### src/rtl/branch_unit.sv
// Control-flow resolver for RV32I: computes jump/branch targets, pulses the PC redirect and
// holds a flush window afterwards. Optional macro BRANCH_MISALIGN_EN traps targets with bit 1 set.
module branch_unit #(
  parameter int FLUSH_CYCLES = 2
) (
  input  logic        clk,
  input  logic        reset,
  input  logic        in_valid,
  input  logic        is_jal,
  input  logic        is_jalr,
  input  logic        is_branch,
  input  logic [2:0]  funct3,
  input  logic [31:0] pc,
  input  logic [31:0] rs1,
  input  logic [31:0] rs2,
  input  logic [31:0] imm,
  output logic [31:0] jmp,
  output logic        jpe,
  output logic        brch_e,
  output logic [31:0] link,
  output logic        link_we,
  output logic        flush,
  output logic        misalign
);

  localparam int CNT_W = (FLUSH_CYCLES < 1) ? 1 : $clog2(FLUSH_CYCLES + 1);

  typedef enum logic {IDLE, FLUSH} state_t;

  state_t           state, state_nxt;
  logic [CNT_W-1:0] cnt, cnt_nxt;

  logic [31:0] target_p0;
  logic        is_jump_p0;
  logic        taken_p0;
  logic        accept_p0;
  logic        misal_p0;
  logic        redirect_p0;

  function automatic logic cond_taken(input logic [2:0] f3, input logic [31:0] a,
                                      input logic [31:0] b);
    logic signed [31:0] sa;
    logic signed [31:0] sb;
    sa = a;
    sb = b;
    case (f3)
      3'b000:  return a == b;
      3'b001:  return a != b;
      3'b100:  return sa < sb;
      3'b101:  return sa >= sb;
      3'b110:  return a < b;
      3'b111:  return a >= b;
      default: return 1'b0;
    endcase
  endfunction

  // Stage p0: decode, target and taken decision from the presented instruction
  always_comb begin
    if (is_jal)       target_p0 = pc + imm;
    else if (is_jalr) target_p0 = (rs1 + imm) & 32'hFFFF_FFFE;
    else              target_p0 = pc + imm;
  end

  assign is_jump_p0  = is_jal | is_jalr;
  assign taken_p0    = is_jump_p0 | (is_branch & cond_taken(funct3, rs1, rs2));
  assign accept_p0   = in_valid & (state == IDLE) & taken_p0;
`ifdef BRANCH_MISALIGN_EN
  assign misal_p0    = target_p0[1];
`else
  assign misal_p0    = 1'b0;
`endif
  assign redirect_p0 = accept_p0 & ~misal_p0;

  always_comb begin
    state_nxt = state;
    cnt_nxt   = cnt;
    case (state)
      IDLE: begin
        if (accept_p0) begin
          state_nxt = FLUSH;
          cnt_nxt   = CNT_W'(FLUSH_CYCLES);
        end
      end
      FLUSH: begin
        if (cnt <= CNT_W'(1)) begin
          state_nxt = IDLE;
          cnt_nxt   = '0;
        end else begin
          cnt_nxt   = cnt - CNT_W'(1);
        end
      end
      default: begin
        state_nxt = IDLE;
        cnt_nxt   = '0;
      end
    endcase
  end

  always_ff @(posedge clk or negedge reset) begin
    if (!reset) begin
      state <= IDLE;
      cnt   <= '0;
    end else begin
      state <= state_nxt;
      cnt   <= cnt_nxt;
    end
  end

  // Stage p1: registered redirect, link and pulses
  always_ff @(posedge clk or negedge reset) begin
    if (!reset) begin
      jmp     <= '0;
      link    <= '0;
      jpe     <= 1'b0;
      brch_e  <= 1'b0;
      link_we <= 1'b0;
    end else begin
      jpe     <= redirect_p0 & is_jump_p0;
      brch_e  <= redirect_p0 & ~is_jump_p0;
      link_we <= redirect_p0 & is_jump_p0;
      if (redirect_p0)
        jmp <= target_p0;
      if (redirect_p0 && is_jump_p0)
        link <= pc + 32'd4;
    end
  end

`ifdef BRANCH_MISALIGN_EN
  always_ff @(posedge clk or negedge reset) begin
    if (!reset) misalign <= 1'b0;
    else        misalign <= accept_p0 & misal_p0;
  end
`else
  assign misalign = 1'b0;
`endif

  assign flush = (state == FLUSH);

endmodule

### config.mk
export PLATFORM = sky130hd
export DESIGN_NAME = branch_unit
export DESIGN_NICKNAME = d
export VERILOG_FILES = /design/src/rtl/branch_unit.sv
export SDC_FILE = /design/constraint.sdc
export NUM_CORES = 1
export LEC_CHECK = 0
export CAP_MARGIN = 20
export CORE_MARGIN = 10
export CORE_UTILIZATION = 45
export DETAILED_ROUTE_END_ITERATION = 6
export PLACE_DENSITY = 0.79
export SYNTH_ARGS = -nofsm -noshare
export SYNTH_HDL_FRONTEND = slang
export SYNTH_SLANG_ARGS = --single-unit
### constraint.sdc
create_clock -name clk -period 1.7 [get_ports clk]
set_input_delay 0.34 -clock clk [delete_from_list [all_inputs] [get_ports clk]]
set_output_delay 0.34 -clock clk [all_outputs]
set_load 0.01 [all_outputs]
==> PnR_summary.wiki <==
== Run summary ==
{| class="wikitable"
! Metric !! Value
|-
| Final cell area excluding filler cells || 13,500 µm²
|-
| Area fraction in xor and xnor cells || 9.98%
|-
| Worst-case hold slack || 0.0358 ns
|-
| Heaviest power group || combinational cells
|-
| Count of distinct cell types in the synthesized netlist || 62
|-
| Critical Path AT || 3.25 ns
|-
| CTS hold repair buffers || 0
|-
| Final total power || 13.0 mW
|-
| Remaining routing DRC violations || 4
|-
| Sequential share of the synthesized area || 24.0%
|-
| Global-route wire length before repair || 51,400 µm
|-
| Maximum frequency from static timing analysis || 329 MHz
|-
| Sink Count || 69
|-
| Fin. max-slew vios || 0
|-
| Initial antenna violation count || 2
|-
| Worst Hold Class || in2async
|-
| Switching share of power || 40.6%
|-
| Gate Count Post-Synth || 920
|-
| Static Leak || 6.13 nW
|-
| Fraction of synthesized area in multiplexers || 0.765%
|-
| Crit-path slowest cell || sky130_fd_sc_hd__a311oi_2
|-
| Count of library flops with an enable pin || 0
|-
| Final count of negative-setup-slack endpoints || 55
|-
| Post-synth regs || 69
|-
| Placement-stage cell area || 11,600 µm²
|-
| RSZ-0062 raised after global routing || yes
|-
| Ordered cell list for the critical path || dlygate4sd2_1, ha_1, nand3_1, o2111ai_2, a311oi_2, o21ai_2, buf_4, a31oi_2, o21bai_1, a21oi_1, xnor2_1, a21oi_1, a21oi_2
|-
| Post-Synth Adder-Cell Area || 16.9%
|-
| Later-pin clock latency in the skew report || 0.35 ns
|-
| Cell type contributing the most total cell area after synthesis || sky130_fd_sc_hd__dfrtp_1
|-
| Cell Area, Synth || 7200 µm²
|-
| Post-DRT Antenna Nets || 0
|-
| Core area || 15,800 µm²
|-
| Share of total power in combinational logic || 61.7%
|-
| Total Die Area || 21,500 µm²
|-
| Total number of H-tree levels || 3
|-
| And+or+nand+nor area frac || 18.7%
|-
| Clk Tree Root Cell || sky130_fd_sc_hd__clkbuf_16
|-
| Violated checks || design-rule violations, negative setup slack
|-
| Warning total across the stage logs || 29
|-
| Max incr delay on CP || 0.43 ns
|-
| Class of the most critical setup path || in2reg
|-
| Launching point of the worst reg2reg path || flush
|-
| Proportion of register bits with asynchronous set or reset after synthesis || 100%
|-
| Min Tclk post-route || 3.04 ns
|-
| Crit-path leading delay family || AND-OR/OR-AND gates
|-
| Portion of synthesized cell area occupied by the leading cell type || 24.0%
|-
| Cell depth of the worst setup path || 13
|-
| Clk slew on worst S/H paths || 0.07 ns
|-
| Cell count listed in synth_stat.txt || 920
|-
| Worst Setup Slack, final || -1.34 ns
|-
| Total negative setup slack || -43.29 ns
|-
| Dominant logic cell type in the layout || sky130_fd_sc_hd__buf_4
|-
| Clock tree from TritonCTS || built
|-
| Largest net degree at the start of global routing || 70
|-
| Power per unit of standard cell area || 963 nW/µm²
|-
| Sequential fraction of design power || 23.5%
|-
| Setup bufs post-CTS || 32
|-
| Number of global-route vias before repair || 9,928
|-
| Half-perimeter wire length after placement || 22,600 µm
|-
| Largest family of logic cells by area || AND-OR/OR-AND gates
|-
| Top cells, area || sky130_fd_sc_hd__dfrtp_1 (24%), sky130_fd_sc_hd__ha_1 (16%), sky130_fd_sc_hd__a21oi_1 (8.1%)
|-
| Number of DRC violations after detailed-routing iteration 0 || 1,591
|-
| Number of cells on the worst reg-to-reg path || 9
|-
| Final Wtd Congestion || 0.946
|-
| Buffer levels on the longest clock path || 2
|-
| Clock group share of total power || 14.8%
|-
| Post-synthesis compound-gate area fraction || 24.5%
|-
| Kind of capture point of the worst setup path || register
|-
| Number of resized instances in the post-cts repair step || 324
|-
| Number of detailed-routing iterations run before antenna repair || 7
|-
| Critical path startpoint || pc[2]
|-
| Total number of placement rows || 46
|-
| Power consumed by combinational cells || 8.01 mW
|-
| Predominant post-synthesis flop cell || sky130_fd_sc_hd__dfrtp_1
|-
| Net Sw Power || 5.27 mW
|-
| Internal Power || 7.70 mW
|-
| Number of buffers and inverters on the critical path || 2
|-
| Kind of start point of the critical path || primary input
|-
| Status || finished, violations left
|-
| FF-to-FF setup slack || -0.20 ns
|}
[layout make-up]
class / count / area (µm²)
diodes: 2 / 5.00
clock buffers: 10 / 229
clock inverters: 6 / 63.8
fillers: 767 / 2300
inverters: 58 / 235
multi-input cells: 761 / 6280
flip-flops and latches: 69 / 1730
well taps: 216 / 270
repair buffers: 525 / 4660
[per-layer routing]
| layer | track usage (%) | up-vias | part of all wire (%) |
|---|---|---|---|
| li1 | - | 4318 | - |
| met5 | 0 | - | 0 |
| met3 | 5.16 | 421 | 12 |
| met2 | 50.0 | 1039 | 44 |
| met1 | 34.2 | 4846 | 34 |
| met4 | 15.5 | 0 | 9.5 |
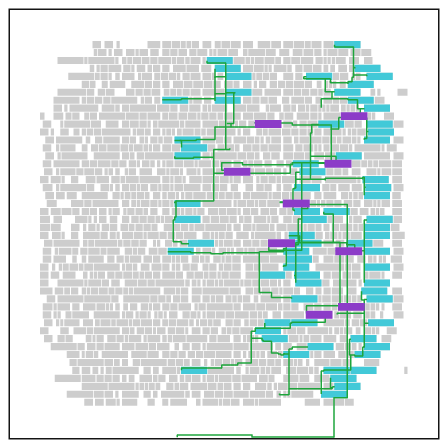
Fig. 1. Clock network drawn from the DEF.
[clock drivers] purple | count: 9
[flip-flops] cyan | count: 69
[clock wires] green | length: 1,130 µm
routed clock nets: 10

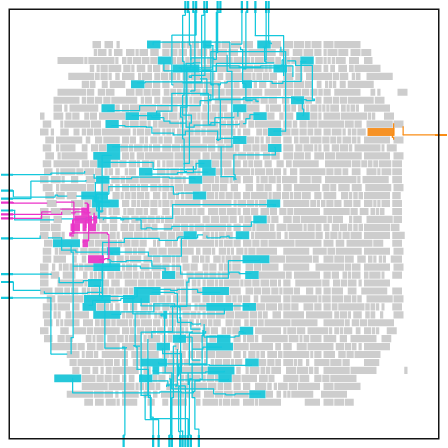
Fig. 2. Wires at chosen ports, followed through buffers.
| port | color | bits | direction | edge | end cells | buffers | wire |
|---|---|---|---|---|---|---|---|
| imm | cyan | 32 | input | 13 top, 11 bottom, 8 left | 66 | 49 | 3,040 µm |
| jpe | orange | 1 | output | right | 1 | 1 | 20.5 µm |
| funct3 | magenta | 3 | input | left | 9 | 6 | 143 µm |
Ports: 206
port buffer count: 204

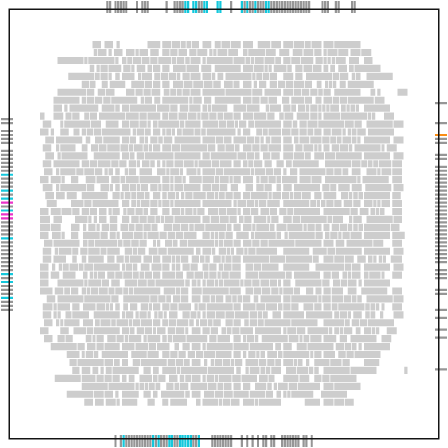
Fig. 3. Pin placement.
Pins as bars across the die edge, other pins in gray.
| port | color | pins | direction | edge |
|---|---|---|---|---|
| jpe | orange | 1 | output | right |
| funct3 | magenta | 3 | input | left |
| imm | cyan | 32 | input | 13 top, 11 bottom, 8 left |
all pins by edge: 60 top, 57 bottom, 47 left, 42 right
y dimension of the die: 146 µm
width of the die: 146 µm

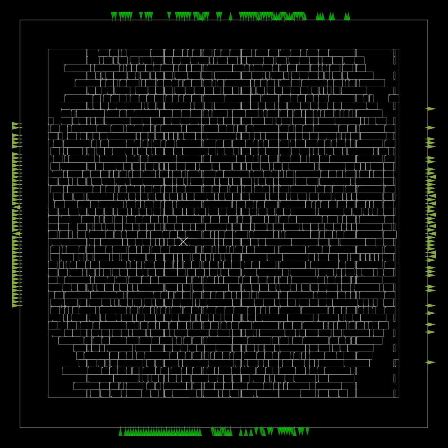
Fig. 4. Placed standard cells.
final core utilization: 85.4%
inserted tap cell count: 216
non-filler instance count after layout: 1,647

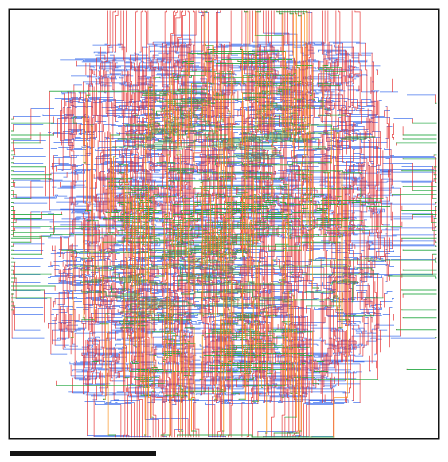
Fig. 5. Signal wires by layer.
Scale bar: 50 µm.
| layer | color | wire length |
|---|---|---|
| metal 2 | red | 18,000 µm |
| metal 1 | blue | 13,900 µm |
| metal 3 | green | 4,840 µm |
| metal 4 | orange | 3,860 µm |
per-cell routed wire length: 24.6 µm
overall routing resource usage: 29.2%
final wirelength: 40,600 µm
via count of the routed design: 10,624

Power and IR drop assume default switching activity.
